**config.mk**
```make
export PLATFORM = sky130hd
export DESIGN_NAME = vga_rx
export DESIGN_NICKNAME = d
export VERILOG_FILES = /design/src/rtl/vga_rx.sv
export SDC_FILE = /design/constraint.sdc
export NUM_CORES = 1
export LEC_CHECK = 0
export CELL_PAD_IN_SITES_DETAIL_PLACEMENT = 1
export CELL_PAD_IN_SITES_GLOBAL_PLACEMENT = 1
export CORE_MARGIN = 5
export CORE_UTILIZATION = 45
export CTS_CLUSTER_SIZE = 25
export DETAILED_ROUTE_END_ITERATION = 6
export PLACE_DENSITY = 0.86
export RECOVER_POWER = 50
export SLEW_MARGIN = 20
export SYNTH_ARGS = -nofsm -noshare
export SYNTH_HDL_FRONTEND = slang
export SYNTH_SLANG_ARGS = --single-unit
```
**constraint.sdc**
```tcl
create_clock -name clk -period 6.26 [get_ports clk]
set_input_delay 1.565 -clock clk [delete_from_list [all_inputs] [get_ports clk]]
set_output_delay 1.565 -clock clk [all_outputs]
set_load 0.01 [all_outputs]
```
**src/rtl/vga_rx.sv**
```systemverilog
// vga_rx: VGA pin-bus receiver/checker. Recovers pixel x/y/colour, measures line and
// frame timing and tracks lock. Define VGA_RX_CRC_EN to add a per-frame CRC-16-CCITT.
module vga_rx #(
    parameter int H_TOTAL         = 800,
    parameter int V_TOTAL         = 525,
    parameter int H_ACTIVE        = 640,
    parameter int V_ACTIVE        = 480,
    parameter int SYNC_ACTIVE_LOW = 1,
    parameter int LOCK_FRAMES     = 2
) (
    input  logic        clk,
    input  logic        rst,
    input  logic [7:0]  pins_i,
    input  logic        de_i,
    output logic [9:0]  x_o,
    output logic [9:0]  y_o,
    output logic [1:0]  r_o,
    output logic [1:0]  g_o,
    output logic [1:0]  b_o,
    output logic        pix_valid_o,
    output logic        frame_start_o,
    output logic        locked_o,
    output logic [7:0]  err_cnt_o,
    output logic [15:0] frame_crc_o
);
    typedef enum logic [1:0] { SEARCH, MEASURE, LOCKED } state_t;

    localparam logic        SYNC_INV   = (SYNC_ACTIVE_LOW != 0);
    localparam logic [10:0] H_TOTAL_C  = 11'(H_TOTAL);
    localparam logic [9:0]  V_TOTAL_C  = 10'(V_TOTAL);
    localparam logic [9:0]  H_ACTIVE_C = 10'(H_ACTIVE);
    localparam logic [9:0]  V_ACTIVE_C = 10'(V_ACTIVE);
    localparam logic [3:0]  LOCK_C     = 4'(LOCK_FRAMES);

    function automatic logic [9:0] sat_inc10(input logic [9:0] v);
        return (v == 10'h3FF) ? v : v + 10'd1;
    endfunction

    function automatic logic [7:0] sat_inc8(input logic [7:0] v);
        return (v == 8'hFF) ? v : v + 8'd1;
    endfunction

    logic [7:0] pins_p1_q, pins_p2_q;
    logic       de_p1_q, de_p2_q;
    logic [9:0] hcnt_q, pcnt_q, vcnt_q, acnt_q, x_q, y_q;
    logic       line_err_q, pix_valid_q, frame_start_q;
    logic [1:0] r_q, g_q, b_q;
    state_t     state_q, state_d;
    logic [3:0] good_q, good_d;
    logic [7:0] err_cnt_q, err_cnt_d;

    logic       hs_edge, vs_edge, de_rise, de_fall, line_err, frame_bad;
    logic [9:0] vcnt_n, acnt_n;
    logic [5:0] pix_p1;

    // Stage-1 vs stage-2 comparison gives the sync/DE edges, sync polarity folded in
    assign hs_edge = (pins_p1_q[7] ^ SYNC_INV) & ~(pins_p2_q[7] ^ SYNC_INV);
    assign vs_edge = (pins_p1_q[3] ^ SYNC_INV) & ~(pins_p2_q[3] ^ SYNC_INV);
    assign de_rise = de_p1_q & ~de_p2_q;
    assign de_fall = ~de_p1_q & de_p2_q;
    assign pix_p1  = {pins_p1_q[0], pins_p1_q[4], pins_p1_q[1], pins_p1_q[5],
                      pins_p1_q[2], pins_p1_q[6]};

    // An hsync edge or DE fall coinciding with the vsync edge belongs to the ending frame
    assign vcnt_n    = hs_edge ? sat_inc10(vcnt_q) : vcnt_q;
    assign acnt_n    = de_fall ? sat_inc10(acnt_q) : acnt_q;
    assign line_err  = (hs_edge && (({1'b0, hcnt_q} + 11'd1) != H_TOTAL_C)) ||
                       (de_fall && (pcnt_q != H_ACTIVE_C));
    assign frame_bad = (vcnt_n != V_TOTAL_C) || (acnt_n != V_ACTIVE_C) ||
                       line_err_q || line_err;

    always_ff @(posedge clk) begin
        if (rst) begin
            pins_p1_q     <= '0;
            pins_p2_q     <= '0;
            de_p1_q       <= 1'b0;
            de_p2_q       <= 1'b0;
            hcnt_q        <= '0;
            pcnt_q        <= '0;
            vcnt_q        <= '0;
            acnt_q        <= '0;
            line_err_q    <= 1'b0;
            x_q           <= '0;
            y_q           <= '0;
            r_q           <= '0;
            g_q           <= '0;
            b_q           <= '0;
            pix_valid_q   <= 1'b0;
            frame_start_q <= 1'b0;
        end else begin
            pins_p1_q     <= pins_i;
            pins_p2_q     <= pins_p1_q;
            de_p1_q       <= de_i;
            de_p2_q       <= de_p1_q;
            hcnt_q        <= hs_edge ? '0 : sat_inc10(hcnt_q);
            pcnt_q        <= de_fall ? '0 : (de_p1_q ? sat_inc10(pcnt_q) : pcnt_q);
            vcnt_q        <= vs_edge ? '0 : vcnt_n;
            acnt_q        <= vs_edge ? '0 : acnt_n;
            line_err_q    <= vs_edge ? 1'b0 : (line_err_q | line_err);
            x_q           <= de_rise ? '0 : (de_p1_q ? sat_inc10(x_q) : x_q);
            y_q           <= vs_edge ? '0 : (de_fall ? sat_inc10(y_q) : y_q);
            r_q           <= pix_p1[5:4];
            g_q           <= pix_p1[3:2];
            b_q           <= pix_p1[1:0];
            pix_valid_q   <= de_p1_q;
            frame_start_q <= vs_edge;
        end
    end

    always_ff @(posedge clk) begin
        if (rst) begin
            state_q   <= SEARCH;
            good_q    <= '0;
            err_cnt_q <= '0;
        end else begin
            state_q   <= state_d;
            good_q    <= good_d;
            err_cnt_q <= err_cnt_d;
        end
    end

    always_comb begin
        state_d   = state_q;
        good_d    = good_q;
        err_cnt_d = err_cnt_q;
        case (state_q)
            SEARCH: begin
                // Whatever was measured before the first vsync edge is a partial frame
                if (vs_edge) begin
                    state_d = MEASURE;
                    good_d  = '0;
                end
            end
            MEASURE: begin
                if (vs_edge) begin
                    if (frame_bad) begin
                        good_d = '0;
                    end else begin
                        good_d = good_q + 4'd1;
                        if ((good_q + 4'd1) == LOCK_C) state_d = LOCKED;
                    end
                end
            end
            LOCKED: begin
                if (line_err || (vs_edge && frame_bad)) begin
                    state_d   = SEARCH;
                    good_d    = '0;
                    err_cnt_d = sat_inc8(err_cnt_q);
                end
            end
            default: state_d = SEARCH;
        endcase
    end

    always_comb begin
        locked_o = (state_q == LOCKED);
    end

`ifdef VGA_RX_CRC_EN
    function automatic logic [15:0] crc16_6(input logic [15:0] c, input logic [5:0] d);
        logic [15:0] s;
        s = c;
        for (int i = 5; i >= 0; i--) begin
            s = {s[14:0], 1'b0} ^ ((s[15] ^ d[i]) ? 16'h1021 : 16'h0000);
        end
        return s;
    endfunction

    logic [15:0] crc_q, frame_crc_q, crc_upd;

    // The pixel arriving with the vsync edge still closes out the frame being latched
    assign crc_upd = de_p1_q ? crc16_6(crc_q, pix_p1) : crc_q;

    always_ff @(posedge clk) begin
        if (rst) begin
            crc_q       <= 16'hFFFF;
            frame_crc_q <= '0;
        end else if (vs_edge) begin
            crc_q       <= 16'hFFFF;
            frame_crc_q <= crc_upd;
        end else begin
            crc_q       <= crc_upd;
        end
    end

    assign frame_crc_o = frame_crc_q;
`else
    assign frame_crc_o = '0;
`endif

    assign x_o           = x_q;
    assign y_o           = y_q;
    assign r_o           = r_q;
    assign g_o           = g_q;
    assign b_o           = b_q;
    assign pix_valid_o   = pix_valid_q;
    assign frame_start_o = frame_start_q;
    assign err_cnt_o     = err_cnt_q;
endmodule

```
Fig. 1: run 1, signal wires on met2
Scale bar: 20 um.
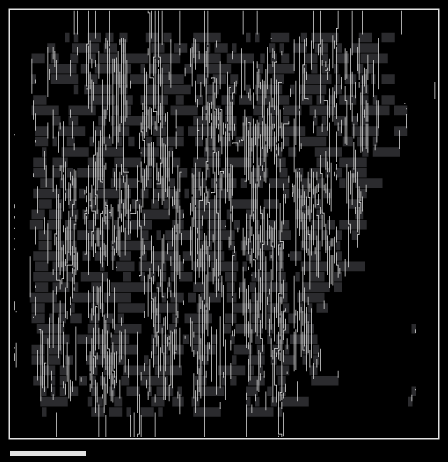
nets with wire on the layer: 539
share of all routed wire: 51%
vias after detailed routing: 3957
met2 usage: 33.0%
Detailed Route WL: 11300 um

Fig. 2: run 1, the metal 4 layer
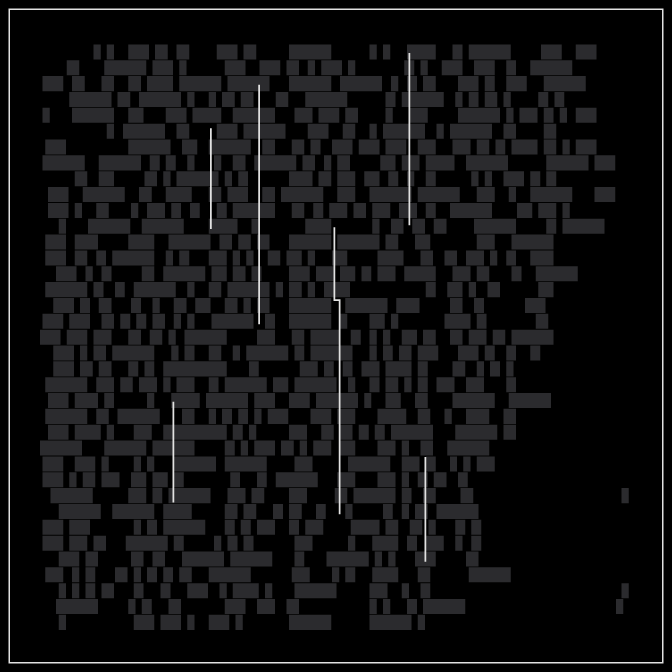
wire length on this layer: 172 um
share of all routed wire: 1.5%
longest straight run: 40.8 um
nets with wire on the layer: 3

Fig. 3: run 1, met3 routing
Scale bar: 20 um.
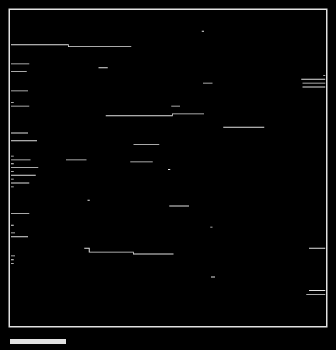
share of all routed wire: 2.6%
wire length on this layer: 297 um

==> reports/results.env, run 1 <==
STATUS='finished with violations'
VIOLATIONS='capacitance limit, slew limit'
YS.FLOPS=94
NUMBER_OF_OPENROAD_WARNINGS=28
YS_TYPES=60
MEAN_POST_SYNTH_CELL_AREA_UM2=8.62
TRITONCTS='done'
CRITICAL_PATH.MAX_STAGE_DELAY_PS=1250
POST_SYNTHESIS_INSTANCE_TOTAL=542
PORT_BUFFERS=47
CTS_ROOT_BUFFER='sky130_fd_sc_hd__clkbuf_8'
MI_LOGIC_AREA_UM2=2540
CLOCK_SINK_COUNT=94
SETUP_TOTAL_NEGATIVE_SLACK_PS=0
POST_SYNTHESIS_CELL_COUNT_FROM_YOSYS=542
CTS-RESIZED-GATES=0
GPL.FINAL_WEIGHTED_CONGESTION=0.804
ROUTE.DETAILED.DRC=0
CRITICAL_PATH.MAX_FANOUT=40
DIE_HEIGHT_UM=112
SYNTH_ADDER_AREA_SHARE_PCT=2.68
POST_SYNTH_AND_OR_NAND_NOR_AREA_FRACTION_PCT=28.0
R2R_START='acnt_q[0]'
HOLD_PATH_CLASS='register to register'
XOR_SHARE_PCT=5.06
CRITICAL_PATH_REQUIRED_PS=6480
FINALCLOCKPERIODUSAGE_PCT=66.1
LAYOUT_MIN_CYCLE_TIME_PS=4140
R2R_END='err_cnt_o[4]'
AREA.GROWTH.SYNTH_TO_FINAL_PCT=14.0
SEQCELLAREA_UM2=1880
FINAL_LAYOUT_SIZE_SUFFIX_GT1_SHARE_PCT=5.71
MAIN_LOGIC_FAMILY='simple AND/OR/NAND/NOR gates'
SYNTH_TOP_CELL_BY_AREA='sky130_fd_sc_hd__dfxtp_1'
WORSTPATHCELLLIST='dlygate4sd3_1 -> clkbuf_1 -> nand2b_1 -> nor3_1'
ROW_COUNT=37
REPORT.POWER.TOTAL_mW=1.13
FP_UTIL_PCT=45.7
FILL_CELLS=1188
CRIT_TYPE='input pin to register'
SETUP_VIOL=0
GRT_MAX_DEGREE=41
CRITICAL_PATH.ENDPOINT_TYPE='register'
NUM_ANTENNA_CELLS=0
IR_DROP_mV=0.112
MIN_DELAY_WORST_ENDPOINT='pins_p2_q[5]'
CLOCK_PATH_BUFFERS=2
POSTCTSHOLDBUFS=0
FIN_SKEW_PS=9.65
NETLIST.AREA_LEADER.SHARE_PCT=40.3
CP.ARRIVAL_PS=4360
VIAS_PER_CELL=5.54
SLEW-LIMIT-HEADROOM_PCT=-15.7
POSTSYNTH.TOPFLOPCELL='sky130_fd_sc_hd__dfxtp_1'
YS_SH_AOI_PCT=14.7
NUMBER_OF_FLOPS_MAPPED_TO_ENABLE_CELLS_BY_YOSYS=0
YS_TOP_CELLS_BY_COUNT='94 x sky130_fd_sc_hd__dfxtp_1, 57 x sky130_fd_sc_hd__nor2_1, 39 x sky130_fd_sc_hd__a21oi_1'
YS_ASYNC_SR_FRACTION_PCT=0
CRITICAL_PATH.TOP_DELAY_FAMILY='buffers and inverters'
SYNTH.YOSYS.SEQ_AREA_SHARE_PCT=40.3
DETAIL_ROUTE.ITER0.VIOLATIONS=139
DESIGN_AREA_UM2=5330
HOLD_SLACK_PS=447
CAP_VIOL_MAX_COUNT=1
NUM_IO_PINS=64
DIE_W_UM=112
POST_SYNTHESIS_CELL_AREA_UM2=4670
P_PER_AREA_nW_PER_UM2=213
GRT_ANTENNA_BEFORE_REPAIR=0
YOSYS.CELL_COUNT.TOP_TYPE='sky130_fd_sc_hd__dfxtp_1'
CELL_TOTAL_AFTER_PLACEMENT=698
FINALNONFILLERCELLS=714
RRSETUPSLACK_PS=3060
WIRE_PER_INST_UM=15.9
CTS-BUFFERS-INSERTED=9
FP.DIEAREA_UM2=12500
NUMBER_OF_WARNINGS_ISSUED_BY_YOSYS=0
GRT_SETUP_UNREPAIRED='no'
CTS_HTREE_LEVELS=3
GRT_REMAINING_OVERFLOW=0
GLOBAL_ROUTE.USAGE.TOTAL_PCT=18.6
REG2REG_DEPTH=9
WP_BUF_INV=2
FINISH.NET_COUNT=594
CLK_TRANSITION_REPORTED_PATHS_PS=90
MAX_FREQ_GHz=0.242
VIA_COUNT_OF_THE_FIRST_GLOBAL_ROUTING_PASS=4123
DR.PASS1.ITERS=4
YOSYSCHIPAREA_UM2=4670
POST_CTS.REPAIR.SETUP_BUFFERS=0
POST_SYNTH_MUX_AREA_SHARE_PCT=2.65
HOLDCRITSTARTPOINT='pins_p1_q[5]'
GRT_PASS1_WL_UM=19500
FP.COREAREA_UM2=10200
LATER_PIN_CLOCK_LATENCY_IN_THE_SKEW_REPORT_PS=370
DRV_SLEW=41
WORST_PATH_MAX_DELAY_CELL='sky130_fd_sc_hd__clkbuf_1'
DETAILED_PLACE_HPWL_UM=8150
P_LEAK_nW=1.94
WORSTMARGINPINSLEW_PS=1740
run 1: registers in the layout, summed over array words and instances, names as in the netlist, 2 cells and up:
register / count
y_o: 10
pcnt_q: 10
acnt_q: 10
pins_p1_q: 8
vcnt_q: 10
pins_p2_q: 8
state_q: 2
err_cnt_o: 8
good_q: 4
x_o: 10
hcnt_q: 10
run 1: where the power goes:
group,switching (mW),leakage (nW),total [mW],internal (mW)
Combinational,0.0388,1.07,0.0647,0.0260
Clock,0.224,0.106,0.450,0.226
Sequential,0.00940,0.762,0.617,0.608
run 1: cells by family (layout without fill, tap and decap cells):
logic type	after synthesis	count (layout)
AND/OR/NAND/NOR	237	237
AND-OR/OR-AND	108	108
flip-flops	94	94
buffers and inverters	53	74
XOR/XNOR	27	27
multiplexers	12	12
adder cells (fa/ha/maj)	10	10
other	1	16
run 1: per-stage QoR:
| step | setup slack, ps | util, % |
|---|---|---|
| final | 2120 | 52.1 |
| after global routing | 1870 | 52.1 |
| after CTS | 3030 | 52.1 |
| after detailed placement | 2720 | 50.0 |
| after global placement | 2790 | 50.0 |
| after floorplan | 3720 | - |
run 1: cell usage in the layout, fill, tap and decap left out, drive strengths merged, types with 2 or more instances in the layout:
cell and count:
dfxtp 94, nor2 57, a21oi 40, clkdlybuf4s50 37
nand3 31, nor2b 28, o21ai 25, nand2 24
nand4 21, xor2 18, conb 16, or3 15
nand2b 14, and3 13, inv 11, ha 10
dlygate4sd3 10, clkbuf 10, and4 10, mux2i 9
xnor2 9, a31oi 9, nor3 8, a31o 6
a21o 5, a211oi 5, and2 5, o21a 4
and4b 3, a22oi 3, mux2 3, o22ai 2
nor3b 2, or2 2, bufinv 2, clkinvlp 2
nor4 2, clkinv 2
run 1: per-layer routing:
metal / up-vias / wire length, um / track usage (%)
met5: - / 0 / 0
met4: 0 / 171 / 6.41
met3: 15 / 297 / 3.42
met2: 51 / 5800 / 33.0
met1: 1943 / 5060 / 22.4
li1: 1948 / - / -
run 1: cell type report:
type / count / area share (%)
multi-input cells: 410 / 47.7
flip-flops and latches: 94 / 35.3
repair buffers: 48 / 8.90
well taps: 136 / 3.19
clock buffers: 9 / 2.32
clock inverters: 7 / 1.83
inverters: 10 / 0.704
run 1: worst register-to-register path: stages, from the launching register on:
cell,delay (ps)
sky130_fd_sc_hd__dfxtp_1,480
sky130_fd_sc_hd__ha_1,360
sky130_fd_sc_hd__nand3_2,190
sky130_fd_sc_hd__or3_4,460
sky130_fd_sc_hd__a21oi_2,180
sky130_fd_sc_hd__nand4_1,120
sky130_fd_sc_hd__nor4_2,460
sky130_fd_sc_hd__o21ai_2,270
sky130_fd_sc_hd__and4_1,280
sky130_fd_sc_hd__mux2_1,300
run 1: worst max-delay path by stage:
| stage | from | endpoint | slack [ps] | cells after the start |
|---|---|---|---|---|
| final | rst | acnt_q[3] | 2120 | 4 |
| after global routing | rst | acnt_q[9] | 1870 | 4 |
| after CTS | state_q[0] | locked_o | 3030 | 3 |
| after detailed placement | rst | acnt_q[9] | 2720 | 4 |
| after global placement | rst | acnt_q[9] | 2790 | 4 |
| after floorplan | acnt_q[0] | err_cnt_o[4] | 3720 | 9 |
--- run 2 (diff from run 1) ---
--- a/config.mk
+++ b/config.mk
@@ -8,10 +8,10 @@
 export CELL_PAD_IN_SITES_DETAIL_PLACEMENT = 1
 export CELL_PAD_IN_SITES_GLOBAL_PLACEMENT = 1
 export CORE_MARGIN = 5
-export CORE_UTILIZATION = 45
+export CORE_UTILIZATION = 41
 export CTS_CLUSTER_SIZE = 25
 export DETAILED_ROUTE_END_ITERATION = 6
-export PLACE_DENSITY = 0.86
+export PLACE_DENSITY = 0.79
 export RECOVER_POWER = 50
 export SLEW_MARGIN = 20
 export SYNTH_ARGS = -nofsm -noshare
==> constraint.sdc (replaced) <==
create_clock -name clk -period 4 [get_ports clk]
set_input_delay 1 -clock clk [delete_from_list [all_inputs] [get_ports clk]]
set_output_delay 1 -clock clk [all_outputs]
set_load 0.01 [all_outputs]
Fig. 4: run 2, met3 routing
Scale bar: 20 um.
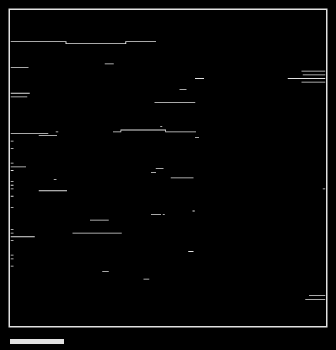
main direction: horizontal
longest straight run: 22.1 um
nets with wire on the layer: 39
share of all routed wire: 2.5%
wire length on this layer: 284 um
Detailed Route WL: 11200 um
met3 usage in global routing: 2.72%

Fig. 5: run 2, the metal 4 layer
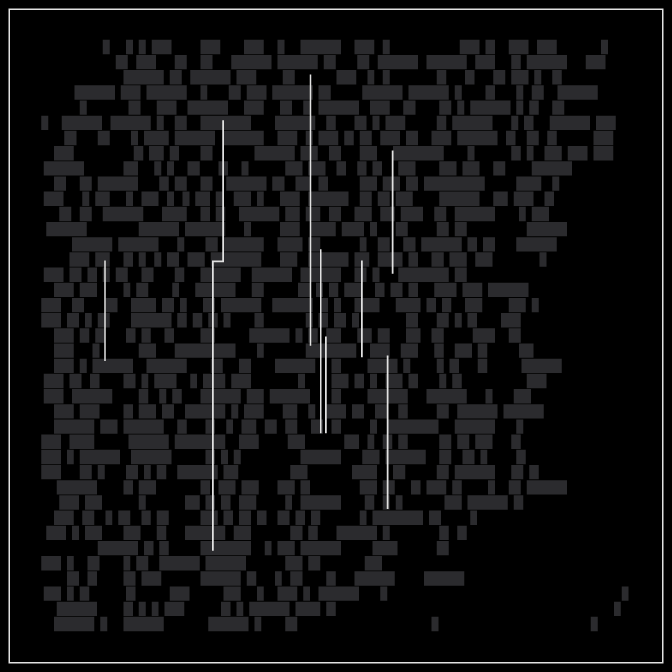
longest straight run: 51.7 um
nets with wire on the layer: 5
wire length on this layer: 260 um

Fig. 6: run 2, signal wires on met2
Scale bar: 20 um.
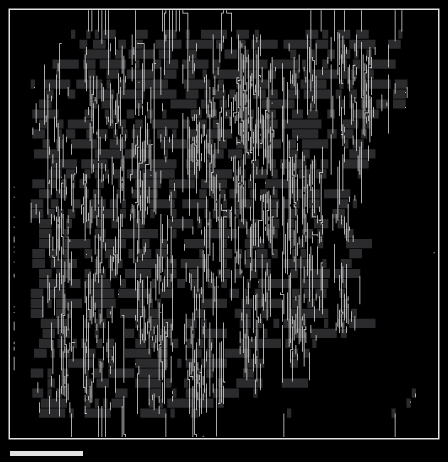
main direction: vertical
longest straight run: 45.9 um
nets with wire on the layer: 540
wire length on this layer: 5470 um

==> reports/results.env, run 2 <==
STATUS='finished, final reports clean'
NUM_ANTENNA_CELLS=0
ROW_COUNT=39
HOLDCRITSTARTPOINT='pins_p1_q[0]'
CRITICAL_PATH.MAX_FANOUT=34
CLK_TRANSITION_REPORTED_PATHS_PS=70
ROUTE.ANTENNA.REMAINING_NETS=0
FINAL_LAYOUT_TOP_LOGIC_CELL='sky130_fd_sc_hd__dfxtp_1'
CRIT_TYPE='input pin to register'
SYNTH_TOP_CELL_BY_AREA='sky130_fd_sc_hd__dfxtp_1'
TRITONCTS='done'
DETAILROUTE.VIA_COUNT=3988
GRT_MAX_DEGREE=35
LAYOUT_MIN_CYCLE_TIME_PS=3340
SETUP_VIOL=0
CTS_HTREE_LEVELS=3
RRSETUPSLACK_PS=800
SYNTH.AREA.TOP_CELLS='sky130_fd_sc_hd__dfxtp_1 40%, sky130_fd_sc_hd__nor2_1 4.6%, sky130_fd_sc_hd__a21oi_1 4.2%, sky130_fd_sc_hd__buf_4 3.9%, sky130_fd_sc_hd__nor2b_1 3.6%'
DRV_SLEW=0
CRITICAL_PATH.ENDPOINT_TYPE='register'
CP.ARRIVAL_PS=3580
NUMBER_OF_WARNINGS_ISSUED_BY_YOSYS=0
POST_SYNTHESIS_INSTANCE_TOTAL=542
POSTCTSHOLDBUFS=0
YS_TYPES=60
DETAILED_PLACE_HPWL_UM=8060
GRT_SETUP_UNREPAIRED='no'
FP.DIEAREA_UM2=13600
DETAIL_ROUTE.ITER0.VIOLATIONS=157
FINALNONFILLERCELLS=721
POST_SYNTHESIS_CELL_COUNT_FROM_YOSYS=542
FINAL_LAYOUT_SIZE_SUFFIX_GT1_SHARE_PCT=5.71
YS.FLOPS=94
CLOCK_PATH_BUFFERS=2
POST_CTS.REPAIR.SETUP_BUFFERS=0
LATER_PIN_CLOCK_LATENCY_IN_THE_SKEW_REPORT_PS=350
CLOCK_SINK_COUNT=94
SEQCELLAREA_UM2=1880
GPL.FINAL_WEIGHTED_CONGESTION=0.862
SETUP_TOTAL_NEGATIVE_SLACK_PS=0
P_LEAK_nW=2.01
MIN_DELAY_WORST_ENDPOINT='pins_p2_q[0]'
GRT_REMAINING_OVERFLOW=0
ROUTE.DETAILED.DRC=0
REG2REG_DEPTH=9
R2R_END='err_cnt_o[4]'
HOLD_SLACK_PS=437
NUMBER_OF_FLOPS_MAPPED_TO_ENABLE_CELLS_BY_YOSYS=0
DIE_HEIGHT_UM=117
DIE_W_UM=117
SYNTH.YOSYS.SEQ_AREA_SHARE_PCT=40.3
HOLD_PATH_CLASS='register to register'
REPORT.POWER.TOTAL_mW=2.01
AREA.GROWTH.SYNTH_TO_FINAL_PCT=16.4
GRT_ANTENNA_BEFORE_REPAIR=0
YOSYS.CELL_COUNT.TOP_TYPE='sky130_fd_sc_hd__dfxtp_1'
IR_DROP_mV=0.188
FINISH.NET_COUNT=594
CTS-RESIZED-GATES=0
CRITICAL_PATH_REQUIRED_PS=4240
FILL_CELLS=1335
YS_ASYNC_SR_FRACTION_PCT=0
POST_SYNTHESIS_CELL_AREA_UM2=4670
GRT_PASS1_WL_UM=18800
LAY_TOP_CELLS='94 x sky130_fd_sc_hd__dfxtp_1, 57 x sky130_fd_sc_hd__nor2_1, 39 x sky130_fd_sc_hd__a21oi_1, 30 x sky130_fd_sc_hd__clkdlybuf4s50_1, 29 x sky130_fd_sc_hd__nand3_1'
NUM_IO_PINS=64
SLEW-LIMIT-HEADROOM_PCT=1.51
HOLD_VIOL=0
CELL_TOTAL_AFTER_PLACEMENT=705
MEAN_POST_SYNTH_CELL_AREA_UM2=8.62
FIN_SKEW_PS=6.99
WIRE_PER_INST_UM=15.5
STARTPOINT_TYPE='input pin'
CAP_VIOL_MAX_COUNT=0
DR.PASS1.ITERS=4
VIAS_PER_CELL=5.53
GLOBAL_ROUTE.USAGE.TOTAL_PCT=17.1
YOSYSCHIPAREA_UM2=4670
NETLIST.AREA_LEADER.SHARE_PCT=40.3
MAX_FREQ_GHz=0.300
CTS-BUFFERS-INSERTED=9
VIA_COUNT_OF_THE_FIRST_GLOBAL_ROUTING_PASS=4019
FINALCLOCKPERIODUSAGE_PCT=83.5
PORT_BUFFERS=47
P_PER_AREA_nW_PER_UM2=369
WORSTMARGINPINSLEW_PS=1480
MI_LOGIC_AREA_UM2=2540
FP.COREAREA_UM2=11300
NUMBER_OF_OPENROAD_WARNINGS=28
CTS_ROOT_BUFFER='sky130_fd_sc_hd__clkbuf_16'
R2R_START='acnt_q[0]'
YS_TOP_CELLS_BY_COUNT='94 x sky130_fd_sc_hd__dfxtp_1, 57 x sky130_fd_sc_hd__nor2_1, 39 x sky130_fd_sc_hd__a21oi_1'
FP_UTIL_PCT=41.5
POSTSYNTH.TOPFLOPCELL='sky130_fd_sc_hd__dfxtp_1'
run 2: layout make-up:
cell class                 instances  area share (%)
tap                              143            3.29
clock inverter                     7            1.86
clock buffer                       9            4.14
timing repair buffer              48            8.71
multi-input combinational        410            46.7
inverter                          10           0.690
sequential                        94            34.6
run 2: worst max-delay path, cell delays in order:
cell                            delay, ps
sky130_fd_sc_hd__dlygate4sd3_1        700
sky130_fd_sc_hd__clkbuf_1            1110
sky130_fd_sc_hd__nor2_1               460
sky130_fd_sc_hd__o21ai_0              230
sky130_fd_sc_hd__nor2_1                60
run 2: worst max-delay path by stage:
stage	depth (start not counted)	from	endpoint
global placement	9	acnt_q[0]	err_cnt_o[4]
floorplan	9	acnt_q[0]	err_cnt_o[4]
detailed placement	9	acnt_q[0]	err_cnt_o[4]
global route	5	rst	acnt_q[7]
finish	5	rst	acnt_q[7]
CTS	9	acnt_q[0]	err_cnt_o[4]
run 2: logic make-up after synthesis:
logic type | count (synthesis) | share of synthesized area, %
compound gates | 108 | 14.7
xor+xnor | 27 | 5.06
fa+ha+maj | 10 | 2.68
buf+inv | 53 | 6.53
flops | 94 | 40.3
mux | 12 | 2.65
other cells | 1 | 0.0802
simple gates | 237 | 28.0
run 2: metal layers:
layer	global-route usage [%]	part of all wire (%)
met5	0	0
met4	7.80	2.3
met3	2.72	2.5
met2	28.0	49
met1	22.1	46
run 2: stage by stage:
stage | cell area, um^2 | setup slack, ps | utilization [%]
final | 5440 | 662 | 48.3
after global routing | 5440 | 354 | 48.3
after CTS | 5450 | 810 | 48.3
after detailed placement | 5120 | 834 | 45.4
after global placement | 5120 | 992 | 45.4
after floorplan | 4730 | 1460 | -
run 2: power breakdown:
| group | switching (mW) | leakage (nW) | total [mW] | internal, mW |
|---|---|---|---|---|
| logic | 0.0613 | 1.09 | 0.102 | 0.0404 |
| clock network | 0.385 | 0.153 | 0.940 | 0.554 |
| registers | 0.0140 | 0.762 | 0.966 | 0.952 |
Power figures rest on the tool's default switching activity, not on a simulated workload.
